==> config.mk <==
export PLATFORM = sky130hd
export DESIGN_NAME = reaction_game_ctrl_flat
export DESIGN_NICKNAME = d
export VERILOG_FILES = /design/src/rtl/reaction_game_ctrl_pkg.sv /design/src/rtl/reaction_game_ctrl_if.sv /design/src/rtl/reaction_game_ctrl_ms_tick_gen.sv /design/src/rtl/reaction_game_ctrl.sv /design/src/flat_wrapper.sv
export SDC_FILE = /design/constraint.sdc
export NUM_CORES = 1
export LEC_CHECK = 0
export ABC_AREA = 1
export CORE_ASPECT_RATIO = 0.8
export CORE_MARGIN = 1
export CORE_UTILIZATION = 30
export DETAILED_ROUTE_END_ITERATION = 10
export PLACE_DENSITY_LB_ADDON = 0.12
export REMOVE_ABC_BUFFERS = 1
export SLEW_MARGIN = 20
export SYNTH_ARGS = -nofsm -noshare
export SYNTH_HDL_FRONTEND = slang
export SYNTH_SLANG_ARGS = --single-unit
==> constraint.sdc <==
create_clock -name clk -period 5.1 [get_ports clk]
set_clock_uncertainty 0.2 [all_clocks]
set_input_delay 0.51 -clock clk [delete_from_list [all_inputs] [get_ports clk]]
set_output_delay 0.51 -clock clk [all_outputs]
set_load 0.1 [all_outputs]
==> src/rtl/reaction_game_ctrl_pkg.sv <==
// Shared definitions for the reaction-timer game sequencer: state codes,
// LFSR constants and the initial best-score value.
package reaction_pkg;

  // Codes 6..15 are unused; the sequencer recovers from them to IDLE.
  typedef enum logic [3:0] {
    ST_IDLE   = 4'd0,
    ST_WAIT   = 4'd1,
    ST_TIMING = 4'd2,
    ST_RESULT = 4'd3,
    ST_FAULT  = 4'd4,
    ST_SETTLE = 4'd5
  } state_e;

  localparam logic [15:0] LFSR_SEED = 16'hACE1;
  localparam logic [15:0] LFSR_TAPS = 16'hB400;
  localparam logic [11:0] BEST_INIT = 12'h999;

  // One step of the 16-bit Galois LFSR (shift right, fold taps on bit 0).
  function automatic logic [15:0] lfsr_next(input logic [15:0] v);
    return {1'b0, v[15:1]} ^ (v[0] ? LFSR_TAPS : 16'h0000);
  endfunction

endpackage

==> src/rtl/reaction_game_ctrl_if.sv <==
// Board-key / timing-datapath / display signals of the reaction game.
// slave: the sequencer. master: keys, timing datapath and display side.
interface reaction_game_ctrl_if;
  logic [1:0] KEY;
  logic [3:0] score_a;
  logic [3:0] score_b;
  logic [3:0] score_c;
  logic       timer_en;
  logic [3:0] out_state;
  logic       false_start;
  logic       timeout;
  logic [3:0] best_a;
  logic [3:0] best_b;
  logic [3:0] best_c;
  logic       new_best;

  modport master (
    output KEY, score_a, score_b, score_c,
    input  timer_en, out_state, false_start, timeout,
    input  best_a, best_b, best_c, new_best
  );

  modport slave (
    input  KEY, score_a, score_b, score_c,
    output timer_en, out_state, false_start, timeout,
    output best_a, best_b, best_c, new_best
  );
endinterface

==> src/rtl/reaction_game_ctrl_ms_tick_gen.sv <==
// Millisecond tick generator: one-cycle pulse every TICK_DIV clocks.
// clr restarts the period so the first tick lands TICK_DIV clocks later.
module ms_tick_gen #(
  parameter int TICK_DIV = 50000
) (
  input  logic clk,
  input  logic rst,
  input  logic clr,
  output logic tick
);

  localparam int CW = (TICK_DIV > 1) ? $clog2(TICK_DIV) : 1;

  logic [CW-1:0] cnt;

  assign tick = (cnt == CW'(TICK_DIV - 1));

  // Period counter, wraps on the tick and restarts on clr.
  always_ff @(posedge clk) begin
    // NOTE: non-blocking assignments keep every flop sampling pre-edge values.
    if (rst || clr || tick) cnt <= '0;
    else                    cnt <= cnt + CW'(1);
  end

endmodule

==> src/rtl/reaction_game_ctrl.sv <==
// Reaction-timer game sequencer: arms a random pre-delay, enables the BCD
// timing datapath, detects reaction / false start / timeout and keeps the
// best score. Optional feature macro: BEST_SCORE_EN (best-score tracking;
// when undefined best_* and new_best are tied to 0).
module reaction_game_ctrl
  import reaction_pkg::*;
#(
  parameter int TICK_DIV    = 50000,
  parameter int MIN_WAIT_MS = 1000,
  parameter int RAND_BITS   = 11,
  parameter int TIMEOUT_MS  = 999
) (
  input logic               clk,
  input logic               rst,
  reaction_game_ctrl_if.slave bus
);

  localparam int WAIT_W = $clog2(MIN_WAIT_MS + (1 << RAND_BITS));
  localparam int MS_W   = $clog2(TIMEOUT_MS + 1);

  state_e            state, state_next;
  logic [1:0]        key_meta, key_sync, key_prev;
  logic              react_press, start_press;
  logic [15:0]       lfsr;
  logic              tick, entering;
  logic [WAIT_W-1:0] wait_cnt, wait_load;
  logic [MS_W-1:0]   ms_cnt;
  logic              settle_cnt;
  logic              timeout_q;

  // Key synchronizers plus previous-value flop for falling-edge detection.
  always_ff @(posedge clk) begin
    // NOTE: these flops reset to the released (high) level so reset never fakes a press.
    if (rst) begin
      key_meta <= 2'b11;
      key_sync <= 2'b11;
      key_prev <= 2'b11;
    end else begin
      key_meta <= bus.KEY;
      key_sync <= key_meta;
      key_prev <= key_sync;
    end
  end

  assign react_press = key_prev[0] & ~key_sync[0];
  assign start_press = key_prev[1] & ~key_sync[1];

  // Free-running pseudo-random source for the pre-delay.
  always_ff @(posedge clk) begin
    if (rst) lfsr <= LFSR_SEED;
    else     lfsr <= lfsr_next(lfsr);
  end

  assign wait_load = WAIT_W'(MIN_WAIT_MS) + WAIT_W'(lfsr[RAND_BITS-1:0]);
  assign entering  = (state_next != state);

  ms_tick_gen #(.TICK_DIV(TICK_DIV)) u_tick (
    .clk  (clk),
    .rst  (rst),
    .clr  (entering),
    .tick (tick)
  );

  // State register.
  always_ff @(posedge clk) begin
    if (rst) state <= ST_IDLE;
    else     state <= state_next;
  end

  // Next-state logic; react beats both the pre-delay expiry and the timeout.
  always_comb begin
    // NOTE: default first so every path assigns state_next and no latch is inferred.
    state_next = state;
    case (state)
      ST_IDLE:   if (start_press) state_next = ST_WAIT;
      ST_WAIT: begin
        if (react_press)                            state_next = ST_FAULT;
        else if (tick && wait_cnt <= WAIT_W'(1))    state_next = ST_TIMING;
      end
      ST_TIMING: begin
        if (react_press)                            state_next = ST_SETTLE;
        else if (tick && ms_cnt == MS_W'(TIMEOUT_MS - 1)) state_next = ST_SETTLE;
      end
      ST_SETTLE: if (settle_cnt)  state_next = ST_RESULT;
      ST_RESULT: if (start_press) state_next = ST_WAIT;
      ST_FAULT:  if (start_press) state_next = ST_IDLE;
      default:                    state_next = ST_IDLE;
    endcase
  end

  // Round counters and the timeout flag.
  always_ff @(posedge clk) begin
    if (rst) begin
      wait_cnt   <= '0;
      ms_cnt     <= '0;
      settle_cnt <= 1'b0;
      timeout_q  <= 1'b0;
    end else begin
      if (start_press && (state == ST_IDLE || state == ST_RESULT)) wait_cnt <= wait_load;
      else if (state == ST_WAIT && tick)                          wait_cnt <= wait_cnt - WAIT_W'(1);

      if (state != ST_TIMING) ms_cnt <= '0;
      else if (tick)          ms_cnt <= ms_cnt + MS_W'(1);

      settle_cnt <= (state == ST_SETTLE) ? ~settle_cnt : 1'b0;

      if (state == ST_TIMING && state_next == ST_SETTLE) timeout_q <= ~react_press;
      else if (state == ST_RESULT && start_press)        timeout_q <= 1'b0;
    end
  end

  assign bus.timer_en    = (state == ST_TIMING);
  assign bus.out_state   = state;
  assign bus.false_start = (state == ST_FAULT);
  assign bus.timeout     = timeout_q;

`ifdef BEST_SCORE_EN
  logic [11:0] best_q;
  logic [11:0] score_val;
  logic        new_best_q;

  assign score_val = {bus.score_c, bus.score_b, bus.score_a};

  // Best score: BCD digits compare correctly as one 12-bit unsigned value.
  always_ff @(posedge clk) begin
    if (rst) begin
      best_q     <= BEST_INIT;
      new_best_q <= 1'b0;
    end else if (state == ST_SETTLE && settle_cnt) begin
      if (!timeout_q && score_val < best_q) begin
        best_q     <= score_val;
        new_best_q <= 1'b1;
      end
    end else if (state == ST_RESULT && start_press) begin
      new_best_q <= 1'b0;
    end
  end

  assign bus.best_c   = best_q[11:8];
  assign bus.best_b   = best_q[7:4];
  assign bus.best_a   = best_q[3:0];
  assign bus.new_best = new_best_q;
`else
  logic score_unused;
  assign score_unused = ^{bus.score_c, bus.score_b, bus.score_a};

  assign bus.best_c   = 4'd0;
  assign bus.best_b   = 4'd0;
  assign bus.best_a   = 4'd0;
  assign bus.new_best = 1'b0;
`endif

endmodule
==> src/flat_wrapper.sv <==
// flat-port wrapper written by rule: the top's interface ports become plain ports
module reaction_game_ctrl_flat import reaction_pkg::*;
#(
  parameter int TICK_DIV    = 50000,
  parameter int MIN_WAIT_MS = 1000,
  parameter int RAND_BITS   = 11,
  parameter int TIMEOUT_MS  = 999
)
  (clk, rst, bus_KEY, bus_score_a, bus_score_b, bus_score_c, bus_timer_en, bus_out_state, bus_false_start, bus_timeout, bus_best_a, bus_best_b, bus_best_c, bus_new_best);
  reaction_game_ctrl_if bus_i ();
  input logic clk;
  input logic rst;
  input wire logic [$bits(bus_i.KEY)-1:0] bus_KEY;
  input wire logic [$bits(bus_i.score_a)-1:0] bus_score_a;
  input wire logic [$bits(bus_i.score_b)-1:0] bus_score_b;
  input wire logic [$bits(bus_i.score_c)-1:0] bus_score_c;
  output wire logic [$bits(bus_i.timer_en)-1:0] bus_timer_en;
  output wire logic [$bits(bus_i.out_state)-1:0] bus_out_state;
  output wire logic [$bits(bus_i.false_start)-1:0] bus_false_start;
  output wire logic [$bits(bus_i.timeout)-1:0] bus_timeout;
  output wire logic [$bits(bus_i.best_a)-1:0] bus_best_a;
  output wire logic [$bits(bus_i.best_b)-1:0] bus_best_b;
  output wire logic [$bits(bus_i.best_c)-1:0] bus_best_c;
  output wire logic [$bits(bus_i.new_best)-1:0] bus_new_best;
  assign bus_i.KEY = bus_KEY;
  assign bus_i.score_a = bus_score_a;
  assign bus_i.score_b = bus_score_b;
  assign bus_i.score_c = bus_score_c;
  assign bus_timer_en = bus_i.timer_en;
  assign bus_out_state = bus_i.out_state;
  assign bus_false_start = bus_i.false_start;
  assign bus_timeout = bus_i.timeout;
  assign bus_best_a = bus_i.best_a;
  assign bus_best_b = bus_i.best_b;
  assign bus_best_c = bus_i.best_c;
  assign bus_new_best = bus_i.new_best;
  reaction_game_ctrl #(.TICK_DIV(TICK_DIV), .MIN_WAIT_MS(MIN_WAIT_MS), .RAND_BITS(RAND_BITS), .TIMEOUT_MS(TIMEOUT_MS)) u_core (.clk(clk), .rst(rst), .bus(bus_i));
endmodule
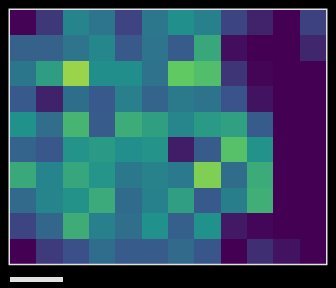
*Cell density map, run 1*
Bar = 20 um. The die is cut into 12 by 10 equal tiles; dark purple is low, yellow is high, 0 to 100% covered.
tiles over 75% full: 2.5%
mean over tiles: 32%
fullest tile: 84%
final core area utilization: 35.7%
fraction of the core area occupied by cells at floorplan: 30.9%
area of the core region: 10800 um2

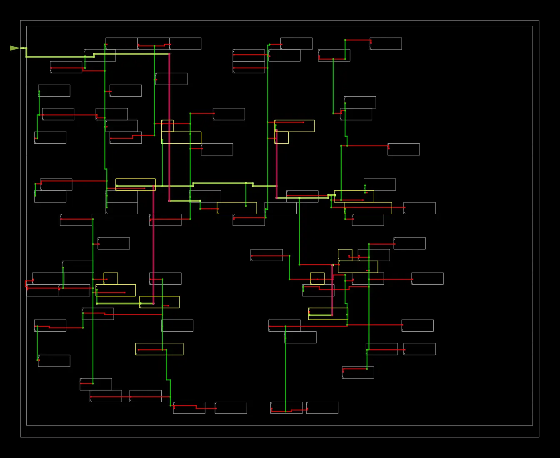
*The clock network, run 1*
number of sinks handled by clock tree synthesis: 66
clock buffer count from CTS: 9

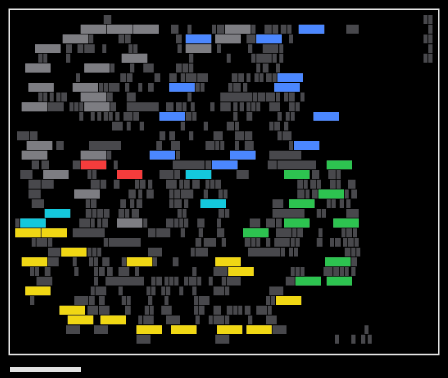
*Where the registers sit, run 1*
Bar = 20 um. Other sequential cells in the stronger gray, the rest of the logic in the fainter gray.
| color | netlist name | flops |
|---|---|---|
| yellow | u_core.u_tick.cnt | 16 |
| blue | u_core.wait_cnt | 12 |
| red | u_core.key_prev | 2 |
| green | u_core.ms_cnt | 10 |
| cyan | u_core.bus.out_state | 4 |
not colored: 22
register area: 1320 um2
total sequential power: 540 uW
proportion of cell area occupied by registers: 34.1%

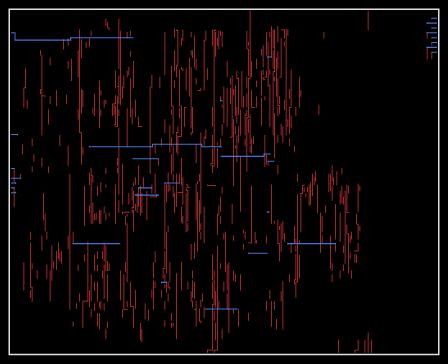
*Wiring by layer, run 1*
Two of the layers only.
| color | layer | wire length |
|---|---|---|
| red | M2 | 2660 um |
| blue | M3 | 178 um |
DR vias: 2678
all-layer global routing usage: 13.1%
drt total wl: 7040 um

==> notes.md, run 1 <==
Purpose: to document the outcome of synthesis and place and route.

Die
From bottom edge to top edge, the die measures 96.5 um. The die width is 120 um. During tapcell insertion the tool placed 144 well taps. Pin placement for this block handled 36 I/O pins. Row generation in the floorplan step produced 34 rows. The floorplan die area is 11600 um2.

Finish
The antenna diode count is 0. Counting the inverters off the clock network in the layout gives 66. In the final layout, the fill cell count is 1167. The combinational share of cell area is 43.6%. The flow measured a signed area growth from synthesis to layout of 15.6%. The buffering overhead is 2.78%. The proportion of cell area spent on the clock network is 8.47%.

The footprint of the multi-input gates is 1690 um2. Summing all non-filler instances in the final layout gives an area of 3870 um2. There are 66 flip-flops and latches.

The layout has 9 clock buffers. The most area-hungry cell class in the final design is multi-input combinational cells. The fraction of final layout cells with drive strength greater than 1 is 12.2%.

The final design was reported to hold multi-input combinational gates totalling 318. Per the cell usage report, the commonest logic cell in the layout is sky130_fd_sc_hd__nand2_1. In the final layout, the registers with the most flip-flops are u_core.lfsr: 16 flops, u_core.u_tick.cnt: 16 flops, u_core.wait_cnt: 12 flops.

Per the cell usage report, the commonest logic cells after layout are sky130_fd_sc_hd__nand2_1, sky130_fd_sc_hd__dfxtp_1, sky130_fd_sc_hd__nor2_1. The count of non-CTS buffers in the layout is 11. After the flow finishes, the layout carries non-filler instances totaling 621.

The count of nets after finishing is 494.

GRT
The met1 demand-to-capacity share in global routing is 19.6%. The number of global-route vias before repair is 2387. Looking at the global route congestion table, the highest-usage layer is met1. The pin count of the biggest net entering global routing is 21. In the global route stage, met3 resource usage came out at 2.82%.

Routing resource usage on met2 recorded by global route was 17.4%. The global route stage reports its total congestion overflow as 0. The number of antenna violations at the first check in global routing was 0. The first-pass GRT wire length is 11700 um.

Logic synthesis
The top cell type by total area after synthesis is sky130_fd_sc_hd__dfxtp_1. The synthesized instance count is 458. Per the Yosys statistics, synthesis produced 458 cells. The portion of the post-synthesis area used by sequential elements is 39.4%. The synthesis report names the predominant flop master as sky130_fd_sc_hd__dfxtp_1. Ranked by instance count, the synthesized netlist is headed by sky130_fd_sc_hd__nand2_1, sky130_fd_sc_hd__dfxtp_1, sky130_fd_sc_hd__nor2_1.

After Yosys synthesis, full adders, half adders and majority gates account for 2.24% of the synthesized area. The simple-gate share of the synthesized area is 31.6%. The average cell area after synthesis is 7.31 um2.

The area of the mapped netlist is 3350 um2. The number of flops mapped to enable cells by yosys is 0. The total of warnings raised by yosys is 0. The count of different cell masters after synthesis is 35.

In the synthesized netlist the async set-or-reset flop fraction comes to 0%. The synthesis run identifies the leading combinational cell family as simple AND/OR/NAND/NOR gates. In the post-synthesis netlist, the cell with the most instances is sky130_fd_sc_hd__nand2_1. In the synthesis report, Yosys lists the chip area as 3350 um2. After Yosys synthesis, AND-OR and OR-AND compound gates account for 9.71% of the synthesized area. Once synthesis finished, the tally of register bits stood at 66. The multiplexer share of the synthesized area is 0%.

Yosys attributes the largest share of cell area to sky130_fd_sc_hd__dfxtp_1, sky130_fd_sc_hd__nand2_1, sky130_fd_sc_hd__nor2_1. The xor and xnor fraction of the mapped netlist area is 5.23%. The area fraction of the dominant cell type after synthesis is 39.4%.

Final timing
Final hold analysis gives a worst-case slack of 0.204 ns. The minimum setup slack in the final design is 1.92 ns. The actual transition at the worst max-transition pin is 1.02 ns.

The share of the cycle needed by the critical path after routing is 62.3%. The max-slew headroom at the worst pin is 32.0%. The last timing report of the flow puts the setup violation total at 0. The maximum achievable frequency is 0.315 GHz.

Setup repair after global routing left no endpoint under its margin. The final total negative setup slack is 0 ns. The worst path needs 3.18 ns of the cycle, external delays included. The final max-slew violation count is 0.

Counting endpoints that fail hold in the final report gives 0.

Detailed routing
The topmost layer with routed signal wires is met4. The mean routed wirelength per cell is 11.3 um. The routed design uses 178 um of met3 wire. Once iteration 0 of detailed routing completed, the report listed 172 DRC markers. The total routed wire length on the met1 layer is 4080 um.

For this run, the detailed router's first-pass iteration total came to 4. Nets still carrying antenna violations after routing amount to 0. The detailed router reports a met2 wire length of 2660 um. The number of remaining DRC errors is 0. After detailed routing, the number of vias per cell comes to 4.31.

Critical path
The cell at the slowest stage of the critical path is sky130_fd_sc_hd__clkdlybuf4s50_1. The class of the most critical setup path is flip-flop to output pin. The longest individual stage delay on the worst path is 1.22 ns.

The report lists the cells along the critical path as nor2_2, inv_1, nor3_2, clkdlybuf4s50_1. The critical-path maximum fanout is 6. The worst path buffer plus inverter count is 2. STA puts the critical path data arrival time at 2.47 ns. The data required time reported for the critical path is 4.39 ns.

The kind of start point of the critical path is a flip-flop. The kind of cell with the highest combined delay on the critical path is buffers and inverters. The sort of element at the end of the critical path is an output pin.

Clock tree
The clock-pin slew on the worst setup and hold paths is 0.06 ns. In this run the number of H-tree levels came out at 3. The number of buffers on the longest clock path is 2. The cts-stage hold buffer count is 0. For the worst-skew pair, the clock arrives at the later sink with an insertion delay of 0.33 ns. After clock tree synthesis, the setup repair step added 0 buffers.

The count of instances resized after the clock tree is built is 0. TritonCTS built the clock tree. Per the CTS log, the root buffer master is sky130_fd_sc_hd__clkbuf_16.

Placed design
The number of placed instances, taps included, is 605. The pre-CTS setup check shows a worst slack of 2.07 ns. Per the gpl log, the routability congestion estimate is 0.804.

The number of buffers added on ports is 10. The HPWL after detailed placement is 5070 um. After detailed placement, the total cell area comes to 3540 um2.

Power and ir drop
The worst vdd rail ir drop is 0.000224 V. The total power is 1350 uW. The power per standard cell area is 349 nW/um2.

Summed over all cells, the static leakage comes to 0.00156 uW.

Run
The number of warnings the tools reported is 39. The number of maximum-capacitance violations recorded for the run is 0.

Hold path
The class of the tightest hold or removal check is flip-flop to flip-flop.

Status
The flow ran to the end, and the final reports show no timing, DRC or antenna violations.
[run 1: final timing paths]
kind / from / to / slack (ns) / cells after the start
worst min register to register: u_core.lfsr[15] / u_core.lfsr[14] / 0.20 / 2
worst max-delay path: u_core.bus.out_state[2] / bus_timer_en / 1.92 / 4
worst max register to register: u_core.u_tick.cnt[0] / u_core.wait_cnt[1] / 2.55 / 10
worst min-delay path: u_core.lfsr[15] / u_core.lfsr[14] / 0.20 / 2
[run 1: worst register-to-register path, delay by kind of cell (launching register included)]
family,cells,cell delay [ns]
flops,1,0.35
simple gates,6,1.16
buf+inv,2,0.28
fa+ha+maj,1,0.21
compound gates,1,0.25
[run 1: power breakdown]
group,total [uW],leakage [uW],internal [uW],switching [uW]
Sequential,540,0.000539,531,9.26
Clock,679,0.000156,432,247
Combinational,131,0.000864,30.5,100
### Signal metal coverage by tile, run 1

The die is cut into 24 by 19 equal tiles; dark purple is low, yellow is high, scaled to the fullest tile. Values are wire area over tile area, all layers added.
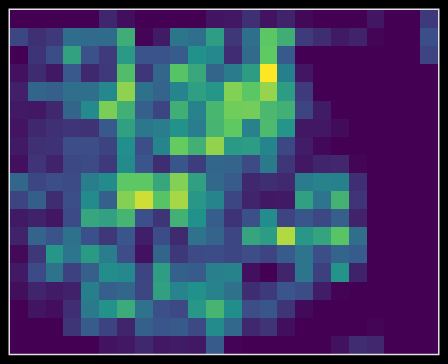

==> run 2: changes to the inputs <==
==> constraint.sdc (replaced) <==
create_clock -name clk -period 2.57 [get_ports clk]
set_clock_uncertainty 0.2 [all_clocks]
set_input_delay 0.257 -clock clk [delete_from_list [all_inputs] [get_ports clk]]
set_output_delay 0.257 -clock clk [all_outputs]
set_load 0.1 [all_outputs]
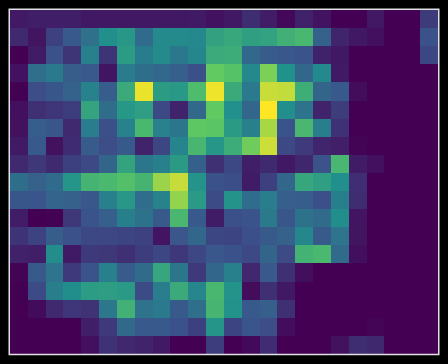
*Signal metal coverage by tile, run 2*
The die is cut into 24 by 19 equal tiles; dark purple is low, yellow is high, scaled to the fullest tile. Values are wire area over tile area, all layers added.
tiles over half the peak: 15%
fullest tile: 0.39
densest ninth of the die: top center
emptiest ninth of the die: lower right
nearly empty tiles: 25%
mean over tiles: 0.096
mean routed wirelength per cell: 11.4 um
drt total wl: 7140 um
all-layer global routing usage: 13.4%
DR vias: 2718

==> notes.md, run 2 <==
Purpose: to document the outcome of synthesis and place and route.

Status
Status: finished, final reports clean (unchanged).

Logic synthesis
The most frequently used flop master after synthesis is sky130_fd_sc_hd__dfxtp_1 (unchanged). The simple-gate share of the synthesized area is 31.6% (unchanged). The AND-OR/OR-AND share of the synthesized area is 9.71% (unchanged).

The xor and xnor fraction of the mapped netlist area came to 5.23% (unchanged). The count of instantiated cells in the yosys netlist is 458 (unchanged). The count of different cell masters after synthesis is 35 (unchanged). The total of warnings raised by yosys is 0 (unchanged). The summed standard-cell area reported by yosys was 3350 um2 (unchanged). The number of synthesized register bits is 66 (unchanged). The async set-reset flop share out of synthesis is 0% (unchanged). The fraction of the mapped netlist area in adder cells is 2.24% (unchanged). The main logic family after synthesis is simple AND/OR/NAND/NOR gates (unchanged). Main area contributors: sky130_fd_sc_hd__dfxtp_1, sky130_fd_sc_hd__nand2_1, sky130_fd_sc_hd__nor2_1 (unchanged). Synth cell count leaders: sky130_fd_sc_hd__nand2_1, sky130_fd_sc_hd__dfxtp_1, sky130_fd_sc_hd__nor2_1 (unchanged). The top cell type by total area after synthesis is sky130_fd_sc_hd__dfxtp_1 (unchanged). The average cell area after synthesis is 7.31 um2 (unchanged). The number of flops mapped to enable cells by yosys was 0 (unchanged). The area of the mapped netlist was 3350 um2 (unchanged). The synthesized instance count is 458 (unchanged). The portion of the post-synthesis area used by sequential elements is 39.4% (unchanged). The most frequently used cell type in the post-synthesis netlist is sky130_fd_sc_hd__nand2_1 (unchanged).

The multiplexer share of the synthesized area is 0% (unchanged). The area fraction of the dominant cell type after synthesis is 39.4% (unchanged).

Critical path
The depth of the worst register-to-register path is 14 (was 10). The worst path buffer plus inverter count was 1 (was 2). The critical path launch point is u_core.u_tick.cnt[0] (was u_core.bus.out_state[2]).

The startpoint of the lowest-slack register-to-register path is u_core.u_tick.cnt[0] (unchanged). The class of the most critical setup path was flip-flop to flip-flop (was flip-flop to output pin). The setup slack of the worst register-to-register path is 0.36 ns (was 2.55 ns). The longest individual stage delay on the worst path came to 0.35 ns (was 1.22 ns). The cell at the slowest stage of the critical path is sky130_fd_sc_hd__dfxtp_1 (was sky130_fd_sc_hd__clkdlybuf4s50_1). Cell chain of the critical path: ha_1, nand3_2, inv_2, nand2_2, nor2_1, nand3_1, nand2_1, nand2_2, nand3_1, nand2_1, nand2_1, nor2_2, nand2_4, nor2_1 (was nor2_2, inv_1, nor3_2, clkdlybuf4s50_1).

The endpoint of the worst setup timing path is u_core.u_tick.cnt[0] (was bus_timer_en). The critical-path maximum fanout is 16 (was 6). The end of the worst register-to-register path is u_core.u_tick.cnt[0] (was u_core.wait_cnt[1]). The data arrival time at the worst-slack endpoint is 2.22 ns (was 2.47 ns). In this design, the critical path's most frequently occurring cell is sky130_fd_sc_hd__nand2_1. The number of cells on the critical path is 14 (was 4).

The kind of start point of the critical path is a flip-flop (unchanged). The required time reported for the critical path endpoint came to 2.58 ns (was 4.39 ns). The sort of element at the end of the critical path is a flip-flop (was output pin). The kind of cell with the highest combined delay on the critical path is simple AND/OR/NAND/NOR gates (was buffers and inverters).

Final timing
The minimum setup slack in the final design is 0.360 ns (was 1.92 ns). The final max-slew violation count is 0 (unchanged). The share of the cycle needed by the critical path after routing is 86.0%. RSZ-0062 raised after global routing: false (unchanged). The number of setup violations in the final report is 0 (unchanged). Per the timing report, the achievable frequency comes out to 0.452 GHz. The final hold violation count was 0 (unchanged).

The clock period could shrink to 2.21 ns.

Clock tree
The maximum level of the CTS H-tree is 3 (unchanged). The cts-stage hold buffer count was 0 (unchanged). The number of buffers on the longest clock path is 2 (unchanged). The clock-pin slew on the worst setup and hold paths came to 0.05 ns (was 0.06 ns). The clock root buffer is sky130_fd_sc_hd__clkbuf_16 (unchanged).

The count of instances resized after the clock tree is built is 0 (unchanged). The number of clock sinks is 66 (unchanged). The number of clock buffers inserted by TritonCTS is 9 (unchanged). The post-CTS setup buffer count is 0 (unchanged).

The CTS tree is built (unchanged).

Finish
The relative area change from synthesis to final layout was 15.2% (was 15.6%). The most frequent logic cell in the layout is sky130_fd_sc_hd__nand2_1 (unchanged). Most frequent logic cells in the routed design: sky130_fd_sc_hd__nand2_1, sky130_fd_sc_hd__dfxtp_1, sky130_fd_sc_hd__nor2_1 (unchanged).

The design area is 3860 um2 (was 3870 um2). The count of nets after finishing is 499 (was 494). Largest registers in the final layout: u_core.lfsr: 16 flops, u_core.u_tick.cnt: 16 flops, u_core.wait_cnt: 12 flops (unchanged). The antenna diode count is 0 (unchanged). The fraction of final layout cells with drive strength greater than 1 came to 14.2% (was 12.2%).

GRT
The pin count of the biggest net entering global routing was 22 (was 21). The met1 demand-to-capacity share in global routing is 19.1% (was 19.6%). The global-route met2 utilization came to 18.4% (was 17.4%). The first-pass GRT wire length is 11700 um (about the same). The number of antenna violations at the first check in global routing came to 0 (unchanged). The layer with the highest usage after global routing is met1 (unchanged). The number of global-route vias before repair came to 2372 (was 2387). The overflow left after global routing is 0 (unchanged). The global routing usage on met3 was 4.05% (was 2.82%).

Placed design
The HPWL after detailed placement is 5240 um (was 5070 um). The cell area reported after detailed placement is 3580 um2 (was 3540 um2). The number of buffers added on ports is 10 (unchanged).

The post-placement setup slack is 0.333 ns (was 2.07 ns). The routability congestion estimate from global placement came to 0.802 (was 0.804).

Detailed routing
The via-per-instance ratio is 4.36 (was 4.31). The number of remaining DRC errors is 0 (unchanged). The number of DRC markers in iteration 0 is 117 (was 172). The number of nets with antenna violations after routing came to 0 (unchanged). The total routed wire length on the met1 layer is 4030 um (was 4080 um). The met2 layer wire length in the routed design is 2760 um (was 2660 um). The topmost layer with routed signal wires was met4 (unchanged). The detailed-routed wire length on met3 is 258 um (was 178 um). The first-pass iteration count of the detailed router was 4 (unchanged).

Die
The floorplan die area came to 11600 um2 (unchanged). The area of the core region is 10800 um2 (unchanged). The floorplan die height came to 96.5 um (unchanged). The die width was 120 um (unchanged). The top-level I/O count was 36 (unchanged). The floorplan utilization is 30.9% (unchanged). The placement row count is 34 (unchanged).

Hold path
The startpoint of the worst hold path is u_core.lfsr[15] (unchanged). The end point of the worst hold path is u_core.lfsr[14] (unchanged). The cell depth of the worst hold path is 2 (unchanged). The class of the tightest hold or removal check is flip-flop to flip-flop (unchanged).

Power and ir drop
The worst vdd rail ir drop is 0.000382 V (was 0.000224 V). The clock share of power is 47.1% (was 50.3%). The combinational group power is 265 uW (was 131 uW). The internal portion of total power is 1850 uW (was 993 uW). The leakage component of the power was 0.00157 uW (was 0.00156 uW).

The net switching power of the design is 672 uW (was 356 uW). The power per standard cell area is 655 nW/um2 (was 349 nW/um2). The net switching fraction of the power is 26.6% (was 26.4%). The power share of the sequential group is 42.5% (was 40.0%).

The fraction of power consumed by combinational cells was 10.5% (was 9.7%). The sequential logic power came to 1070 uW (was 540 uW). The total power came to 2530 uW (was 1350 uW). The top power group is the clock network (unchanged).

Run
The number of warnings the tools reported is 39 (unchanged). The max-capacitance violation count came to 0 (unchanged).
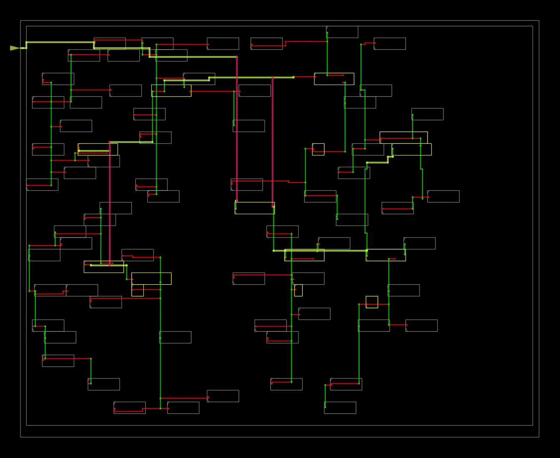
*The clock network, run 2*
layout sequential cell count: 66
latest clock arrival within the worst-skew pair: 0.33 ns
power dissipated in the clock network: 1190 uW
clock buffer count in the final layout: 9

==> run 2: cell counts after synthesis <==
No cell type changed its count.
==> run 2: metrics by stage <==
step | utilization (%) | hold WS [ns] | std cells | TNS (ns)
finish | 35.6 | 0.204 | 624 | 0
global route | 35.6 | 0.218 | 624 | 0
CTS | 35.6 | 0.206 | 624 | 0
detailed placement | 33.0 | 0.195 | 610 | 0
global placement | 33.0 | 0.194 | 610 | 0
floorplan | - | 0.126 | 450 | -47.05
==> run 2: final cells by class <==
class / instances / area [um2]
clock buffers: 9 / 225
clock inverters: 5 / 57.6
fillers: 1143 / 6990
inverters: 66 / 248
multi-input cells: 318 / 1690
flip-flops and latches: 66 / 1320
well taps: 144 / 180
repair buffers: 16 / 140
Power and IR drop assume default switching activity.
